===== config.mk =====
export PLATFORM = sky130hd
export DESIGN_NAME = scurve_sweep_ctrl
export DESIGN_NICKNAME = d
export VERILOG_FILES = /design/src/rtl/scurve_pkg.sv /design/src/rtl/sweep_settle_timer.sv /design/src/rtl/scurve_sweep_ctrl.sv
export SDC_FILE = /design/constraint.sdc
export NUM_CORES = 1
export LEC_CHECK = 0
export CORE_ASPECT_RATIO = 1.2
export CORE_UTILIZATION = 53
export DETAILED_ROUTE_END_ITERATION = 6
export GPL_TIMING_DRIVEN = 0
export PLACE_DENSITY = 0.82
export SLEW_MARGIN = 40
export SYNTH_ARGS = -nofsm -noshare
export SYNTH_HDL_FRONTEND = slang
export SYNTH_SLANG_ARGS = --single-unit

===== constraint.sdc =====
create_clock -name Clk -period 5.1 [get_ports Clk]
set_input_delay 1.275 -clock Clk [delete_from_list [all_inputs] [get_ports Clk]]
set_output_delay 1.275 -clock Clk [all_outputs]
set_load 0.01 [all_outputs]

===== src/rtl/scurve_pkg.sv =====
// Shared types and constants for the S-curve threshold sweep controller.
package scurve_pkg;
  localparam int CHN_NUM      = 64;
  localparam int DAC_W        = 10;
  localparam int CHN_W        = 6;
  localparam int TAG_W        = DAC_W + CHN_W;
  localparam int SETTLE_CNT_W = 16;

  typedef enum logic [3:0] {
    S_IDLE,
    S_CONFIG,
    S_WAIT_CFG,
    S_SETTLE,
    S_TAG,
    S_START,
    S_WAIT_DONE,
    S_NEXT,
    S_FINISH
  } sweep_state_t;

  // A zero step would never advance the threshold, so it is treated as 1.
  function automatic logic [DAC_W-1:0] eff_step(input logic [DAC_W-1:0] step);
    return (step == '0) ? DAC_W'(1) : step;
  endfunction
endpackage


===== src/rtl/sweep_settle_timer.sv =====
// Settle delay counter: load restarts it, expired is high on the cnt_max-th cycle after load.
module sweep_settle_timer
  import scurve_pkg::*;
#(
  parameter int CNT_W = SETTLE_CNT_W
) (
  input  logic             Clk,
  input  logic             reset_n,
  input  logic             load,
  input  logic [CNT_W-1:0] cnt_max,
  output logic             expired
);
  logic [CNT_W-1:0] cnt_q;

  // A cnt_max of 0 behaves like 1 so the settle phase always ends.
  assign expired = ((cnt_q + 1'b1) >= cnt_max);

  always_ff @(posedge Clk or negedge reset_n) begin
    if (!reset_n) begin
      cnt_q <= '0;
    end else if (load) begin
      cnt_q <= '0;
    end else if (!expired) begin
      cnt_q <= cnt_q + 1'b1;
    end
  end
endmodule


===== src/rtl/scurve_sweep_ctrl.sv =====
// Sweeps DAC threshold (outer loop) and channel (inner loop), sequencing configure,
// settle, tag and single-point test for every point.
module scurve_sweep_ctrl
  import scurve_pkg::*;
#(
  parameter int CHN_NUM       = scurve_pkg::CHN_NUM,
  parameter int SETTLE_CYCLES = 16
) (
  input  logic             Clk,
  input  logic             reset_n,
  input  logic             Sweep_Start,
  input  logic             Sweep_Abort,
  input  logic             Single_Chn_Mode,
  input  logic [CHN_W-1:0] Single_Chn,
  input  logic [DAC_W-1:0] DAC_Start,
  input  logic [DAC_W-1:0] DAC_Stop,
  input  logic [DAC_W-1:0] DAC_Step,
  input  logic             Config_Done,
  input  logic             One_Channel_Done,
  output logic [CHN_W-1:0] Channel_Sel,
  output logic [DAC_W-1:0] DAC_Code,
  output logic             Config_Req,
  output logic             SCurve_Test_Start,
  output logic [TAG_W-1:0] Tag_Data,
  output logic             Tag_wr_en,
  output logic             Busy,
  output logic             Sweep_Done,
  output logic [3:0]       state_dbg
);
  sweep_state_t     state_q, state_d;
  logic             start_q1, start_q2, start_rise;
  logic             mode_q;
  logic [CHN_W-1:0] single_q, chn_q, chn_d;
  logic [DAC_W-1:0] stop_q, step_q, dac_q, dac_d;
  logic [DAC_W:0]   dac_sum;
  logic             latch_en, abort, done_q;
  logic             settle_load, settle_expired;

  // Edge detector resets to "high" so a level already present at release is not an edge.
  assign start_rise = start_q1 & ~start_q2;
  assign abort      = Sweep_Abort && (state_q != S_IDLE);
  assign dac_sum    = {1'b0, dac_q} + {1'b0, eff_step(step_q)};

  always_comb begin
    state_d  = state_q;
    chn_d    = chn_q;
    dac_d    = dac_q;
    latch_en = 1'b0;
    case (state_q)
      S_IDLE: begin
        if (start_rise) begin
          latch_en = 1'b1;
          dac_d    = DAC_Start;
          chn_d    = Single_Chn_Mode ? Single_Chn : '0;
          state_d  = (DAC_Stop < DAC_Start) ? S_FINISH : S_CONFIG;
        end
      end
      S_CONFIG:    state_d = S_WAIT_CFG;
      S_WAIT_CFG:  if (Config_Done) state_d = S_SETTLE;
      S_SETTLE:    if (settle_expired) state_d = S_TAG;
      S_TAG:       state_d = S_START;
      S_START:     state_d = S_WAIT_DONE;
      S_WAIT_DONE: if (One_Channel_Done) state_d = S_NEXT;
      S_NEXT: begin
        if (!mode_q && (chn_q < CHN_W'(CHN_NUM - 1))) begin
          chn_d   = chn_q + 1'b1;
          state_d = S_CONFIG;
        end else if (!dac_sum[DAC_W] && (dac_sum[DAC_W-1:0] <= stop_q)) begin
          dac_d   = dac_sum[DAC_W-1:0];
          chn_d   = mode_q ? single_q : '0;
          state_d = S_CONFIG;
        end else begin
          state_d = S_FINISH;
        end
      end
      S_FINISH: state_d = S_IDLE;
      default:  state_d = S_IDLE;
    endcase
    if (abort) begin
      state_d  = S_IDLE;
      chn_d    = chn_q;
      dac_d    = dac_q;
      latch_en = 1'b0;
    end
  end

  assign settle_load = (state_d == S_SETTLE) && (state_q != S_SETTLE);

  always_ff @(posedge Clk or negedge reset_n) begin
    if (!reset_n) begin
      state_q  <= S_IDLE;
      start_q1 <= 1'b1;
      start_q2 <= 1'b1;
      mode_q   <= 1'b0;
      single_q <= '0;
      stop_q   <= '0;
      step_q   <= '0;
      chn_q    <= '0;
      dac_q    <= '0;
      done_q   <= 1'b0;
    end else begin
      state_q  <= state_d;
      start_q1 <= Sweep_Start;
      start_q2 <= start_q1;
      chn_q    <= chn_d;
      dac_q    <= dac_d;
      done_q   <= (state_q == S_FINISH) || abort;
      if (latch_en) begin
        mode_q   <= Single_Chn_Mode;
        single_q <= Single_Chn;
        stop_q   <= DAC_Stop;
        step_q   <= DAC_Step;
      end
    end
  end

  sweep_settle_timer #(.CNT_W(SETTLE_CNT_W)) u_settle (
    .Clk     (Clk),
    .reset_n (reset_n),
    .load    (settle_load),
    .cnt_max (SETTLE_CNT_W'(SETTLE_CYCLES)),
    .expired (settle_expired)
  );

  assign Channel_Sel       = chn_q;
  assign DAC_Code          = dac_q;
  assign Tag_Data          = {dac_q, chn_q};
  assign Config_Req        = (state_q == S_CONFIG);
  assign Tag_wr_en         = (state_q == S_TAG);
  assign SCurve_Test_Start = (state_q == S_START);
  assign Busy              = (state_q != S_IDLE);
  assign Sweep_Done        = done_q;
  assign state_dbg         = state_q;
endmodule


==> results.cfg <==
; generated from flow reports
[status]
status = finished, violations left
violations = design-rule violations

[power]
p_comb_share_pct = 60.4
power_leader = combinational logic
p_per_area_nw_per_um2 = 646
leakagePower_uw = 0.00253
seqPwrFrac_pct = 25.6

[yosys]
ys_sh_mux_pct = 0.791
fp_nets = 567
ys_sh_simple_pct = 21.6
ys_cells = 491
postSynthCellCount = 491
synthTopCellsByCount = nand2_1, dfrtp_1, inv_1, ha_1, nor2_1
most_common_cell = nand2_1
avgSynthCellArea_sq_um = 8.70
synthXorXnorAreaFrac_pct = 3.08
async_flop_share_pct = 100

[critical_path]
path_delay_family = AND-OR/OR-AND gates
path_max_fanout = 10
reg2reg_from = step_q[4]

[final_timing]
tightest_slew_ps = 592

[place]
place_inst = 667
numPortBuffers = 83

[cells_and_area]
comb_share_pct = 40.9
nets = 662
comb.multi_input.count = 342
final_layout_top_logic_cells = nand2_1, clkdlybuf4s50_1, dfrtp_1
area_growth_pct = 27.8

[min_path]
whs_endpoint = start_q2
hold_path_class = reg2reg
min_path_cells = 0

[global_route]
met2_usage_pct = 44.3
grtUsageMet1_pct = 33.6
met3_usage_pct = 6.09
busiest_layer = met2

[floorplan]
tap_cells = 92
io_pins = 84

[drt]
drt_drc_violations_left = 14
drtAntennaViolNets = 0
dr.pass1.iters = 7
drt-met1-wl_mm = 4.49
drtIter0Drc = 295

[clock_tree]
ctsRootBufferMaster = clkbuf_8
cts_resized = 0
M3 wires:
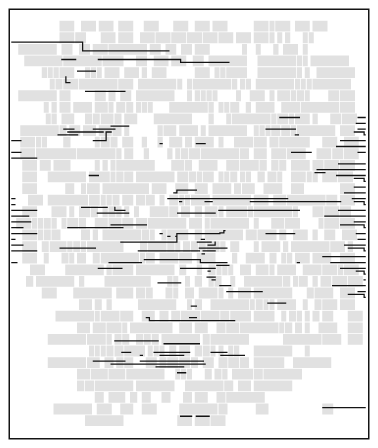
nets with wire on the layer: 97
share of all routed wire: 6.7%

Clock distribution:
Bar = 20 microns.
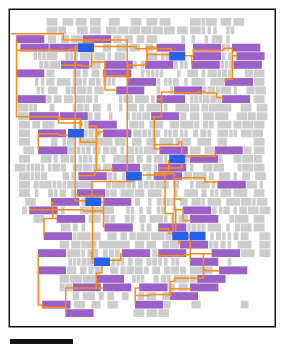
[blue] clock-net drivers | count: 9
[purple] flip-flops | count: 66
[orange] clock wires | length: 900 microns
routed clock nets: 10
flops lie: widely spread
Clk pwr share: 14.0%
clock latency on the worst-skew pair: 350 ps
Clock Power: 493 uW
Worst Skew: 13.0 ps

Layout detail:
Window x 22 to 62, y 30 to 70 microns. Cells in grey, sequential cells in the stronger grey; small squares are vias.
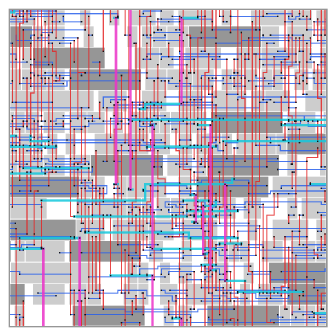
| colour | layer |
|---|---|
| magenta | M4 |
| cyan | M3 |
| blue | M1 |
| red | M2 |
cells with their middle in the window: 160
sequential cells in the window: 15
most frequent: inv_1 (20), nand2_1 (18)
netlist names of flops here include: `stop_q` (6), `DAC_Code` (4), `state_dbg` (2)

Clock routing:
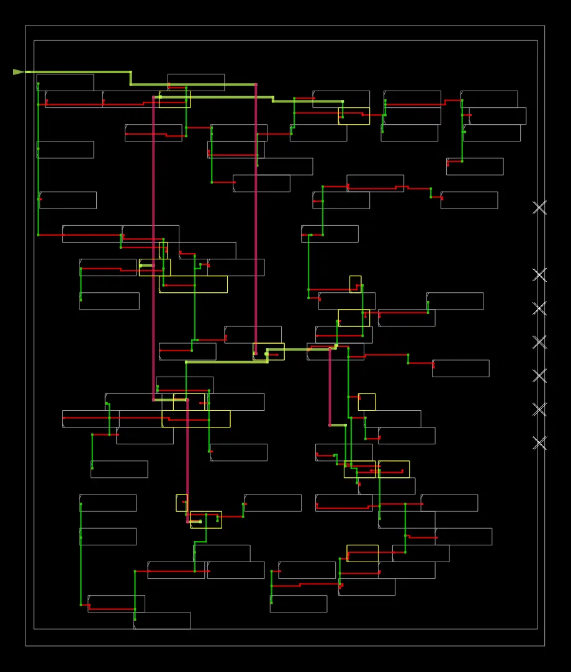
clock tree sinks: 66
clk_buf instances: 11
Inserted Clock Buffers: 9
seq_cells: 66

Wire density map:
Bar = 20 microns. 17 x 20 tiles, from white (low) to dark blue (high), scaled to the fullest tile. Values are wire area over tile area, all layers added.
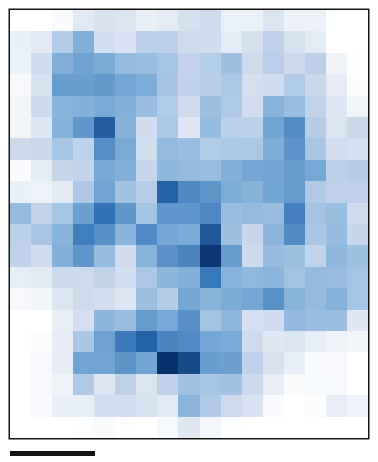
fullest tile: 0.70
tiles over half the peak: 19%
nearly empty tiles: 8.8%
mean over tiles: 0.21
densest ninth of the die: middle
Routed WL: 10.9 mm
Avg WL per Cell: 15.9 microns
All-Layer GR Usage: 27.1%
DR vias: 3,974

Power and IR drop assume default switching activity.
